===== config.mk =====
export PLATFORM = sky130hd
export DESIGN_NAME = seq_divider_1x
export DESIGN_NICKNAME = d
export VERILOG_FILES = /design/src/rtl/seq_divider_1x.sv
export SDC_FILE = /design/constraint.sdc
export NUM_CORES = 1
export LEC_CHECK = 0
export ABC_AREA = 1
export CORE_UTILIZATION = 40
export DETAILED_ROUTE_END_ITERATION = 12
export GPL_TIMING_DRIVEN = 0
export PLACE_DENSITY = 0.62
export SYNTH_ARGS = -nofsm -noshare
export SYNTH_HDL_FRONTEND = slang
export SYNTH_SLANG_ARGS = --single-unit

===== constraint.sdc =====
create_clock -name Clk -period 2.4 [get_ports Clk]
set_clock_uncertainty 0.15 [all_clocks]
set_input_delay 0.36 -clock Clk [delete_from_list [all_inputs] [get_ports Clk]]
set_output_delay 0.36 -clock Clk [all_outputs]
set_load 0.01 [all_outputs]

===== src/rtl/seq_divider_1x.sv =====
`default_nettype none
// ============================================================================
// Module   : seq_divider_1x
// Purpose  : Sequential signed divider producing one quotient bit per cycle.
//            An unsigned restoring core runs on operand magnitudes. A single
//            fix-up cycle then applies the signs and handles the
//            divide-by-zero and overflow corner cases.
// Ports    : Clk     - system clock, rising edge
//            Rst     - synchronous active-high reset
//            Ld      - load X/D and start (aborts any division in flight)
//            X, D    - signed dividend / divisor, N bits
//            Busy    - division in progress (ITER or FIX)
//            Valid   - one-cycle pulse after Q/Rm/flags update
//            Q, Rm   - signed quotient (toward zero) / remainder (sign of X)
//            DivZero - last result had D == 0
//            Ovf     - last result was X = -2^(N-1), D = -1
// Revision : 1.0 - initial release
// ============================================================================
module seq_divider_1x #(
    parameter int N = 8
) (
    input  logic         Clk,
    input  logic         Rst,
    input  logic         Ld,
    input  logic [N-1:0] X,
    input  logic [N-1:0] D,
    output logic         Busy,
    output logic         Valid,
    output logic [N-1:0] Q,
    output logic [N-1:0] Rm,
    output logic         DivZero,
    output logic         Ovf
);

    localparam int CW = $clog2(N);

    typedef enum logic [1:0] {
        S_IDLE = 2'd0,
        S_ITER = 2'd1,
        S_FIX  = 2'd2
    } state_t;

    state_t         state_q, state_d;
    logic [CW-1:0]  cnt_q,   cnt_d;
    logic [N-1:0]   quo_q,   quo_d;    // |X| shifts out, quotient bits shift in
    logic [N-1:0]   rem_q,   rem_d;    // partial remainder magnitude
    logic [N:0]     dmag_q,  dmag_d;   // |D|, N+1 bits so 2^(N-1) is exact
    logic [N-1:0]   x_q,     x_d;      // original operands, for signs and flags
    logic [N-1:0]   dv_q,    dv_d;
    logic [N-1:0]   q_q,     q_d;
    logic [N-1:0]   rm_q,    rm_d;
    logic           dz_q,    dz_d;
    logic           ovf_q,   ovf_d;
    logic           valid_q, valid_d;

    logic [N-1:0]   w_xmag;
    logic [N:0]     w_dext;
    logic [N:0]     w_dmag;
    logic [N:0]     w_shift;
    logic [N+1:0]   w_sub;
    logic           w_fits;
    logic           w_qneg;
    logic [N-1:0]   w_qfix;
    logic [N-1:0]   w_rfix;
    logic           w_dzero;
    logic           w_ovf;

    // Operand magnitudes. -(-2^(N-1)) wraps to 2^(N-1), which is exactly the
    // right unsigned magnitude in N bits; the divisor uses N+1 bits.
    assign w_xmag = X[N-1] ? (-X) : X;
    assign w_dext = {D[N-1], D};
    assign w_dmag = D[N-1] ? (-w_dext) : w_dext;

    // Restoring step: bring down the next dividend bit and trial-subtract.
    // The remainder stays below |D| <= 2^(N-1), so the shifted value is below
    // 2^N; a valid (non-negative) difference therefore has both top bits clear.
    assign w_shift = {rem_q, quo_q[N-1]};
    assign w_sub   = {1'b0, w_shift} - {1'b0, dmag_q};
    assign w_fits  = ~w_sub[N+1] & ~w_sub[N];

    // Sign correction applied in the FIX cycle.
    assign w_qneg  = x_q[N-1] ^ dv_q[N-1];
    assign w_qfix  = w_qneg ? (-quo_q) : quo_q;
    assign w_rfix  = x_q[N-1] ? (-rem_q) : rem_q;
    assign w_dzero = (dv_q == '0);
    assign w_ovf   = (x_q == {1'b1, {(N-1){1'b0}}}) && (dv_q == '1);

    always_comb begin
        state_d = state_q;
        cnt_d   = cnt_q;
        quo_d   = quo_q;
        rem_d   = rem_q;
        dmag_d  = dmag_q;
        x_d     = x_q;
        dv_d    = dv_q;
        q_d     = q_q;
        rm_d    = rm_q;
        dz_d    = dz_q;
        ovf_d   = ovf_q;
        valid_d = 1'b0;

        case (state_q)
            S_IDLE: begin
            end
            S_ITER: begin
                quo_d = {quo_q[N-2:0], w_fits};
                rem_d = w_fits ? w_sub[N-1:0] : w_shift[N-1:0];
                if (cnt_q == '0) begin
                    state_d = S_FIX;
                end else begin
                    cnt_d = cnt_q - CW'(1);
                end
            end
            S_FIX: begin
                // Divide-by-zero overrides whatever the core produced; the
                // overflow case already wraps naturally, only the flag is set.
                if (w_dzero) begin
                    q_d  = '1;
                    rm_d = x_q;
                end else begin
                    q_d  = w_qfix;
                    rm_d = w_rfix;
                end
                dz_d    = w_dzero;
                ovf_d   = w_ovf;
                valid_d = 1'b1;
                state_d = S_IDLE;
            end
            default: begin
                state_d = S_IDLE;
            end
        endcase

        // A load restarts from any state. In FIX the result assignments above
        // are left intact, so that result still completes at this edge.
        if (Ld) begin
            state_d = S_ITER;
            cnt_d   = CW'(N - 1);
            quo_d   = w_xmag;
            rem_d   = '0;
            dmag_d  = w_dmag;
            x_d     = X;
            dv_d    = D;
        end
    end

    always_ff @(posedge Clk) begin
        if (Rst) begin
            state_q <= S_IDLE;
            cnt_q   <= '0;
            quo_q   <= '0;
            rem_q   <= '0;
            dmag_q  <= '0;
            x_q     <= '0;
            dv_q    <= '0;
            q_q     <= '0;
            rm_q    <= '0;
            dz_q    <= 1'b0;
            ovf_q   <= 1'b0;
            valid_q <= 1'b0;
        end else begin
            state_q <= state_d;
            cnt_q   <= cnt_d;
            quo_q   <= quo_d;
            rem_q   <= rem_d;
            dmag_q  <= dmag_d;
            x_q     <= x_d;
            dv_q    <= dv_d;
            q_q     <= q_d;
            rm_q    <= rm_d;
            dz_q    <= dz_d;
            ovf_q   <= ovf_d;
            valid_q <= valid_d;
        end
    end

    assign Busy    = (state_q != S_IDLE);
    assign Valid   = valid_q;
    assign Q       = q_q;
    assign Rm      = rm_q;
    assign DivZero = dz_q;
    assign Ovf     = ovf_q;

endmodule
`default_nettype wire


==> GITHUB_STEP_SUMMARY <==
## Synthesis and layout report

| Metric | Value |
|---|---|
| Total Power | `0.002791 W` |
| Gate Area | `1897 µm²` |
| Pre-antenna DRT Iters | `5` |
| Filler cells | `863` |
| Critical Path AT | `2300 ps` |
| CTS clock-pin slew for the worst setup and hold paths | `70 ps` |
| GRT overflow | `0` |
| Fraction of area in registers | `0.2928` |
| Max VDD drop | `0.2770 mV` |
| Mi-comb count | `338` |
| Final slew viol count | `0` |
| Comb/total area | `0.4335` |
| Least-Margin Pin Slew | `546.6 ps` |
| DIE WIDTH | `97.01 µm` |
| Post_cts resized | `0` |
| Final setup vio count | `0` |
| Clock power frac | `0.401` |
| RSZ-0062 raised after global routing | `no` |
| Status | `complete, no violations` |
| Register area share after synthesis | `0.3548` |
| Max Cap Viol | `0` |
| Most frequent cell after synthesis | `nand2_1` |
| Top cells, area | `dfxtp_1, nand2_1, inv_1` |
| Clkbuf count | `13` |
| CTS Buf Count | `9` |
| Flop pwr share | `0.407` |
| P_int | `0.002001 W` |
| Data buffer area share | `0.1041` |
| YS chip area | `3611 µm²` |
| Placed Cells | `659` |
| Core Util at FP | `0.4141` |
| Final net count | `597` |
| Tmin final | `2227 ps` |
| CP Capture Type | `register` |
| Layout cells sized above 1 | `0.08481` |
| Sw power | `0.0007905 W` |
| Number of port buffers | `38` |
| Post-Synth Simple-Gate Area | `0.2675` |
| Synth Flop Type | `dfxtp_1` |
| Setup bufs post-CTS | `0` |
| Post-Syn Area per Cell | `7.039 µm²` |
| Syn Nets | `548` |
| GR Layer Usage met3 | `0.03324` |
| Fin. Hold Viols | `0` |
==> worst max-delay path, cell delays in order (launching register included) <==
cell	delay [ps]
dfxtp_1	330
inv_2	90
ha_1	140
inv_1	80
fa_2	360
nand2_1	90
nand2_2	80
nand3_2	120
nand2_2	80
nand2_4	120
nand2_2	70
nor2_4	170
nand2_1	90
nand3_1	70
a21oi_1	70
==> worst paths after layout <==
path	endpoint	startpoint	slack [ps]	cells after the start
worst min-delay path	dmag_q[8]	dmag_q[8]	300	2
worst max-delay path	rem_q[5]	quo_q[7]	170	14
worst min register to register	dmag_q[8]	dmag_q[8]	300	2
worst max register to register	rem_q[5]	quo_q[7]	170	14
==> images/placement_by_type.png <==
Drawn at 4 px/µm.
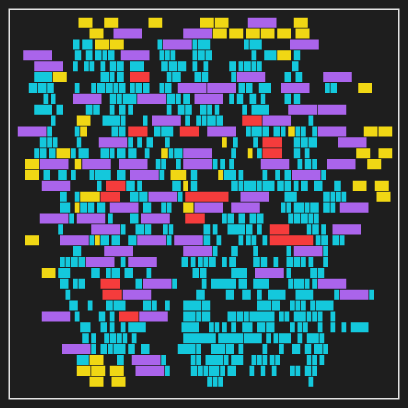
class	color	cells
combinational and other logic	cyan	436
clock drivers and dummy loads	red	15
remaining buffers and delay cells	yellow	51
sequential cells	purple	64
cell row count: 34
Final Instance Area: 4375 µm²
Core ar.: 8721 µm²

==> images/layer_met1.png <==
Drawn at 4 px/µm.
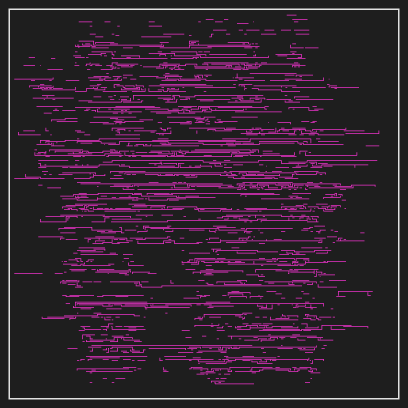
nets with wire on the layer	563
wire length on this layer	4670 µm
share of all routed wire	49%
main direction	horizontal

==> images/sizes.png <==
Drawn at 4 px/µm.
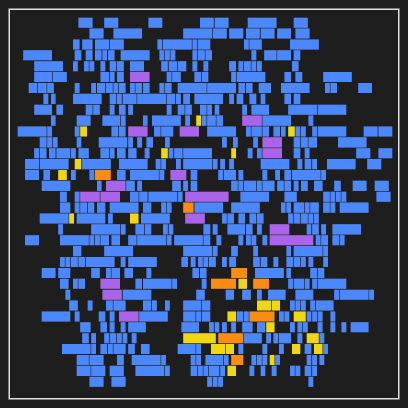
size	color	cells	share
_0 and _1 cells	blue	518	92%
_2 cells	yellow	23	4.1%
_6 and larger	purple	17	3.0%
_3 and _4 cells	orange	8	1.4%

==> images/congestion.png <==
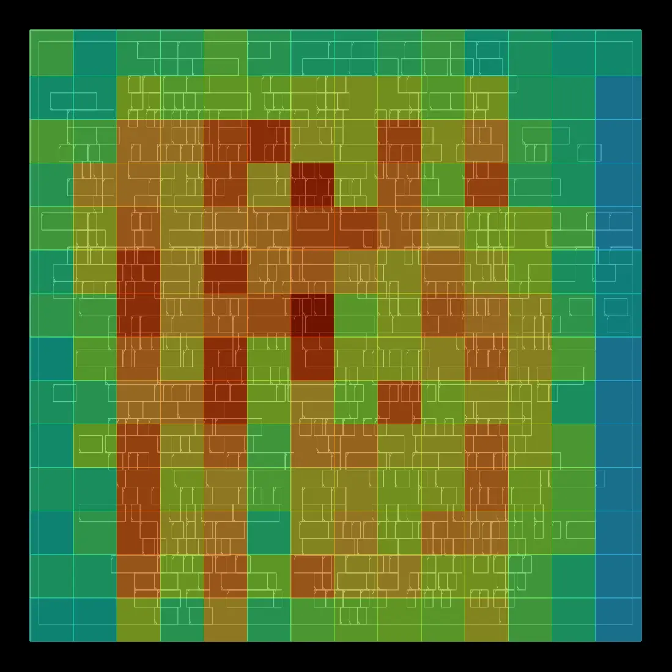
Finished Core Util: 0.5017
grt peak-use layer: met2
GRT Resource Usage Total: 0.2117
grt met1 use: 0.2876

==> images/detail.png <==
Window x 12 to 37, y 60 to 85 µm. Cells in gray, sequential cells in the stronger gray; small squares are vias.
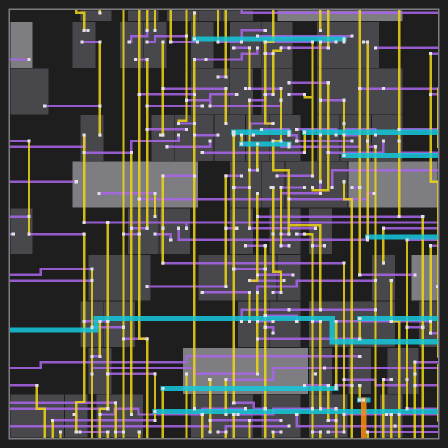
layer	color
metal 1	purple
metal 3	cyan
metal 2	yellow
metal 4	orange
netlist names of flops here include	x_q (2), quo_q (1)
sequential cells in the window	3
cells with their middle in the window	55
most frequent	inv_1 (14), o21ai_0 (8), nand3_1 (4)

Power is estimated from default activity; no workload was simulated.
